File: config.mk
export PLATFORM = sky130hd
export DESIGN_NAME = mem_arbiter
export DESIGN_NICKNAME = d
export VERILOG_FILES = /design/src/rtl/mem_bus_pkg.sv /design/src/rtl/rr_pick2.sv /design/src/rtl/mem_arbiter.sv
export SDC_FILE = /design/constraint.sdc
export NUM_CORES = 1
export LEC_CHECK = 0
export CAP_MARGIN = 20
export CORE_ASPECT_RATIO = 0.75
export CORE_MARGIN = 2
export CORE_UTILIZATION = 45
export DETAILED_ROUTE_END_ITERATION = 6
export DONT_BUFFER_PORTS = 1
export PLACE_DENSITY_LB_ADDON = 0.3
export SLEW_MARGIN = 5
export SYNTH_ARGS = -nofsm -noshare
export SYNTH_HDL_FRONTEND = slang
export SYNTH_SLANG_ARGS = --single-unit
File: constraint.sdc
create_clock -name clk -period 2.85 [get_ports clk]
set_clock_uncertainty 0.05 [all_clocks]
set_input_delay 0.4275 -clock clk [delete_from_list [all_inputs] [get_ports clk]]
set_output_delay 0.4275 -clock clk [all_outputs]
set_load 0.03 [all_outputs]
File: src/rtl/mem_bus_pkg.sv
// Shared definitions for the data-memory bus: default widths, arbiter state
// encoding and master indices.
package mem_bus_pkg;

  localparam int DEF_ADDR_W = 8;
  localparam int DEF_DATA_W = 8;

  typedef enum logic [1:0] {
    ARB   = 2'd0,
    LOCK0 = 2'd1,
    LOCK1 = 2'd2
  } arb_state_t;

  localparam logic M_CPU = 1'b0;
  localparam logic M_DMA = 1'b1;

  // One-hot mask of the master that owns the bus in a locked state.
  function automatic logic [1:0] lock_owner_mask(input arb_state_t s);
    logic [1:0] mask;
    mask = 2'b00;
    if (s == LOCK0) mask = 2'b01;
    if (s == LOCK1) mask = 2'b10;
    return mask;
  endfunction

endpackage

File: src/rtl/rr_pick2.sv
// Two-way round-robin select; a non-zero force mask restricts the grant to
// the forced master alone.
module rr_pick2 (
  input  logic [1:0] req,
  input  logic       rr,
  input  logic [1:0] force_mask,
  output logic [1:0] gnt
);

  always_comb begin
    gnt = 2'b00;
    if (force_mask != 2'b00) begin
      gnt = req & force_mask;
    end else if (req == 2'b11) begin
      gnt = rr ? 2'b10 : 2'b01;
    end else begin
      gnt = req;
    end
  end

endmodule

File: src/rtl/mem_arbiter.sv
// Two-master round-robin arbiter for the single-port data memory, with
// bounded locked bursts and read-data return to the issuing master.
module mem_arbiter
  import mem_bus_pkg::*;
#(
  parameter int ADDR_W    = DEF_ADDR_W,
  parameter int DATA_W    = DEF_DATA_W,
  parameter int MAX_BURST = 4
) (
  input  logic              clk,
  input  logic              rst,
  input  logic              m0_req,
  input  logic              m0_we,
  input  logic              m0_lock,
  input  logic [ADDR_W-1:0] m0_addr,
  input  logic [DATA_W-1:0] m0_wdata,
  output logic              m0_gnt,
  output logic              m0_rvalid,
  output logic [DATA_W-1:0] m0_rdata,
  input  logic              m1_req,
  input  logic              m1_we,
  input  logic              m1_lock,
  input  logic [ADDR_W-1:0] m1_addr,
  input  logic [DATA_W-1:0] m1_wdata,
  output logic              m1_gnt,
  output logic              m1_rvalid,
  output logic [DATA_W-1:0] m1_rdata,
  output logic [ADDR_W-1:0] mem_addr,
  output logic              mem_read,
  output logic              mem_write,
  output logic [DATA_W-1:0] mem_dout,
  input  logic [DATA_W-1:0] mem_din
);

  localparam int CNT_W = $clog2(MAX_BURST) + 1;

  arb_state_t        state, state_nxt;
  logic              rr, rr_nxt;
  logic [CNT_W-1:0]  cnt, cnt_nxt;
  logic              rd_pend;
  logic              rd_owner;

  logic [1:0]        pick;
  logic [1:0]        gnt;
  logic              beat;
  logic              who;
  logic              sel_we;
  logic              sel_lock;
  logic [ADDR_W-1:0] sel_addr;
  logic [DATA_W-1:0] sel_wdata;
  logic              owner;
  logic              owner_req;
  logic              owner_lock;

  rr_pick2 u_pick (
    .req        ({m1_req, m0_req}),
    .rr         (rr),
    .force_mask (lock_owner_mask(state)),
    .gnt        (pick)
  );

  // Grants are blanked while reset is held so no strobe can escape.
  always_comb begin
    gnt       = rst ? pick : 2'b00;
    beat      = |gnt;
    who       = gnt[1];
    sel_we    = who ? m1_we    : m0_we;
    sel_lock  = who ? m1_lock  : m0_lock;
    sel_addr  = who ? m1_addr  : m0_addr;
    sel_wdata = who ? m1_wdata : m0_wdata;
  end

  assign m0_gnt    = gnt[0];
  assign m1_gnt    = gnt[1];
  assign mem_read  = beat & ~sel_we;
  assign mem_write = beat & sel_we;
  assign mem_addr  = beat ? sel_addr : '0;
  assign mem_dout  = mem_write ? sel_wdata : '0;

  assign m0_rvalid = rst & rd_pend & (rd_owner == M_CPU);
  assign m1_rvalid = rst & rd_pend & (rd_owner == M_DMA);
  assign m0_rdata  = m0_rvalid ? mem_din : '0;
  assign m1_rdata  = m1_rvalid ? mem_din : '0;

  // cnt holds the number of beats already taken in the burst, so the beat
  // seen with cnt == MAX_BURST-1 is the last one the owner may take.
  always_comb begin
    state_nxt  = state;
    rr_nxt     = rr;
    cnt_nxt    = cnt;
    owner      = (state == LOCK1);
    owner_req  = owner ? m1_req  : m0_req;
    owner_lock = owner ? m1_lock : m0_lock;
    case (state)
      ARB: begin
        if (beat) begin
          if (sel_lock && (MAX_BURST > 1)) begin
            state_nxt = who ? LOCK1 : LOCK0;
            cnt_nxt   = CNT_W'(1);
          end else begin
            rr_nxt = ~who;
          end
        end
      end
      LOCK0, LOCK1: begin
        if (!owner_req || !owner_lock || (cnt == CNT_W'(MAX_BURST - 1))) begin
          state_nxt = ARB;
          rr_nxt    = ~owner;
          cnt_nxt   = '0;
        end else begin
          cnt_nxt = cnt + CNT_W'(1);
        end
      end
      default: begin
        state_nxt = ARB;
        cnt_nxt   = '0;
      end
    endcase
  end

  always_ff @(posedge clk) begin
    if (!rst) begin
      state    <= ARB;
      rr       <= M_CPU;
      cnt      <= '0;
      rd_pend  <= 1'b0;
      rd_owner <= M_CPU;
    end else begin
      state   <= state_nxt;
      rr      <= rr_nxt;
      cnt     <= cnt_nxt;
      rd_pend <= mem_read;
      if (mem_read) begin
        rd_owner <= who;
      end
    end
  end

endmodule

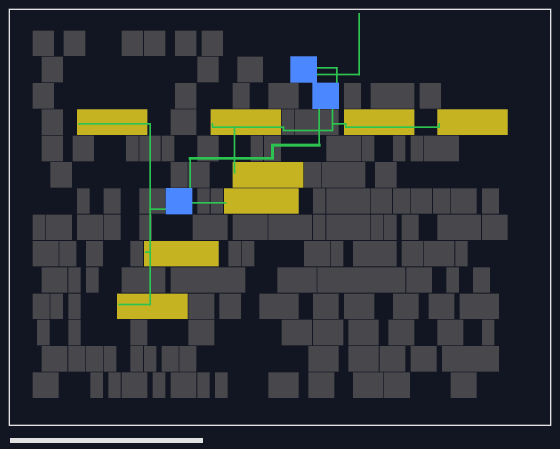
*Clock wires, drivers and flops*
Bar = 20 um.
Key: yellow = flip-flops [count 8]; green = clock wires [length 115 um]; blue = clock-net drivers [count 3]
There are 4 routed clock nets.

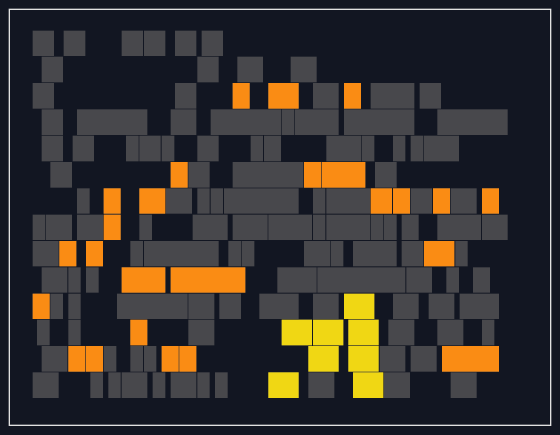
*Gate families picked out*
Key: yellow = non-inverting ao/oa cells [cells 8]; orange = aoi and oai cells [cells 25]

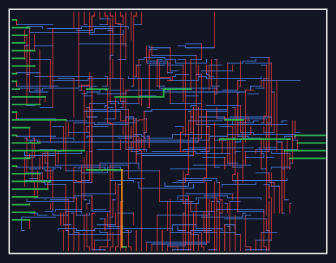
*Metal layers overlaid*
Key: green = M3 [wire length 163 um]; blue = M1 [wire length 1170 um]; orange = M4 [wire length 13.6 um]; red = M2 [wire length 1230 um]

==> Slide: Implementation Results <==
Flow Results at a Glance

Synthesis
  – Async S/R FF share, synth: 0%
  – Most frequent cell after synthesis: nand2_1
  – And+or+nand+nor area frac: between 30% and 40%
  – Yosys stat area: ~900 um2
  – Synthesized instance count: ~130
  – Main area contributors: dfxtp_1 18%, nand2_1 12%, and2_1 11%
  – Dominant kind of combinational cell: simple AND/OR/NAND/NOR gates
  – Synth area leader: dfxtp_1
  – Synth Net Count: 181
  – Cell Type Count: 34
  – EDFF count, synth: 0

Pwr
  – Sequential power share: about a fifth
  – Power Combinational: approximately 630 uW
  – Maximum VDD drop: about 420 uV
  – Pleak: 0.0005496 uW
  – Biggest consumer: combinational cells
  – Power density over cell area: 779.3 nW/um2
  – NetSw: 445.6 uW
  – Clock Power: a little under 90 uW

Worst setup path
  – Worst Setup EP: mem_dout[2]
  – Worst Path Arrival: between 2 and 2.5 ns
  – R2r worst-path depth: 8
  – CP Depth: 9
  – CP Cell Sequence: inv_1, ha_4, and2b_1, or3_4, inv_4, nor2_4, a22oi_2, a21oi_1, buf_4
  – Worst-path fanout max: 10
  – Critical Path End Type: output port
  – Crit path kind: flop to output port
  – Worst path required time: between 2 and 2.5 ns

GRT
  – GRT Util Overall: approximately a fifth
  – M1 GR Usage: 27.29%
  – Initial antenna violation count: 0
  – Largest net degree at the start of global routing: 18
  – Met2 usage: a little over a third
  – Gr ovfl total: 0

Layout
  – Sequential share of cell area: 14.30%
  – Ratio of cells with drive above 1 in the final layout: 26.53%
  – Antenna cells: 0
  – Cell area after layout: 1137 um2
  – Final core utilization: between 50 and 60%
  – Register name with the most flops: cnt
  – Inverters: 9
  – Layout Nets: between 200 and 250
  – Multi-input gates: about 100
  – Register area: approximately 160 um2
  – Signal buf overhead: 15.51%
  – Nonclk buf count: 23
  – Biggest Area Class: multi-input combinational cells

Die
  – Row count: 14
  – Floorplan-stage core utilization: 46.24%
  – Die extent in y: ~43 um

Placement
  – Worst slack, placed: 0.1514 ns
  – Port bufs: 0

Route
  – Top Metal Used: met4
  – DRT iter0 DRCs: 30
  – TritonRoute pass-1 iters: 4
  – Post-route DRC: 0

CTS
  – Postcts setup bufs: 0
  – Hold Buf Count CTS: 0
  – CTS tree: built
  – H-tree depth: 1

Min path
  – Hold WC Path Type: input pin to flop

Timing
  – Min Hold Slack: roughly 0.24 ns
  – Final Hold Viols: 0
  – Fin worst setup slack: approximately 0.16 ns
  – Total negative slack: 0 ns
  – Slew Limit Fails: 0
  – Shortest period the worst path allows: 2.690 ns

Status
  – Status: finished clean
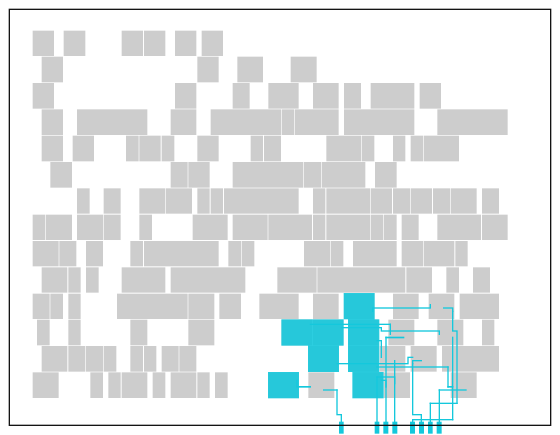
*Port wiring*
Key: cyan = `mem_addr` [bits 8, direction output, edge bottom, end cells 8, buffers 8, wire 122 um]

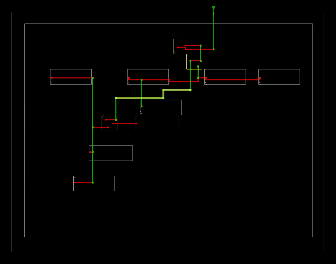
*Clock wiring as the flow saved it*
CTS Sinks: 8
clock buf count: 3

Power is estimated from default activity; no workload was simulated.
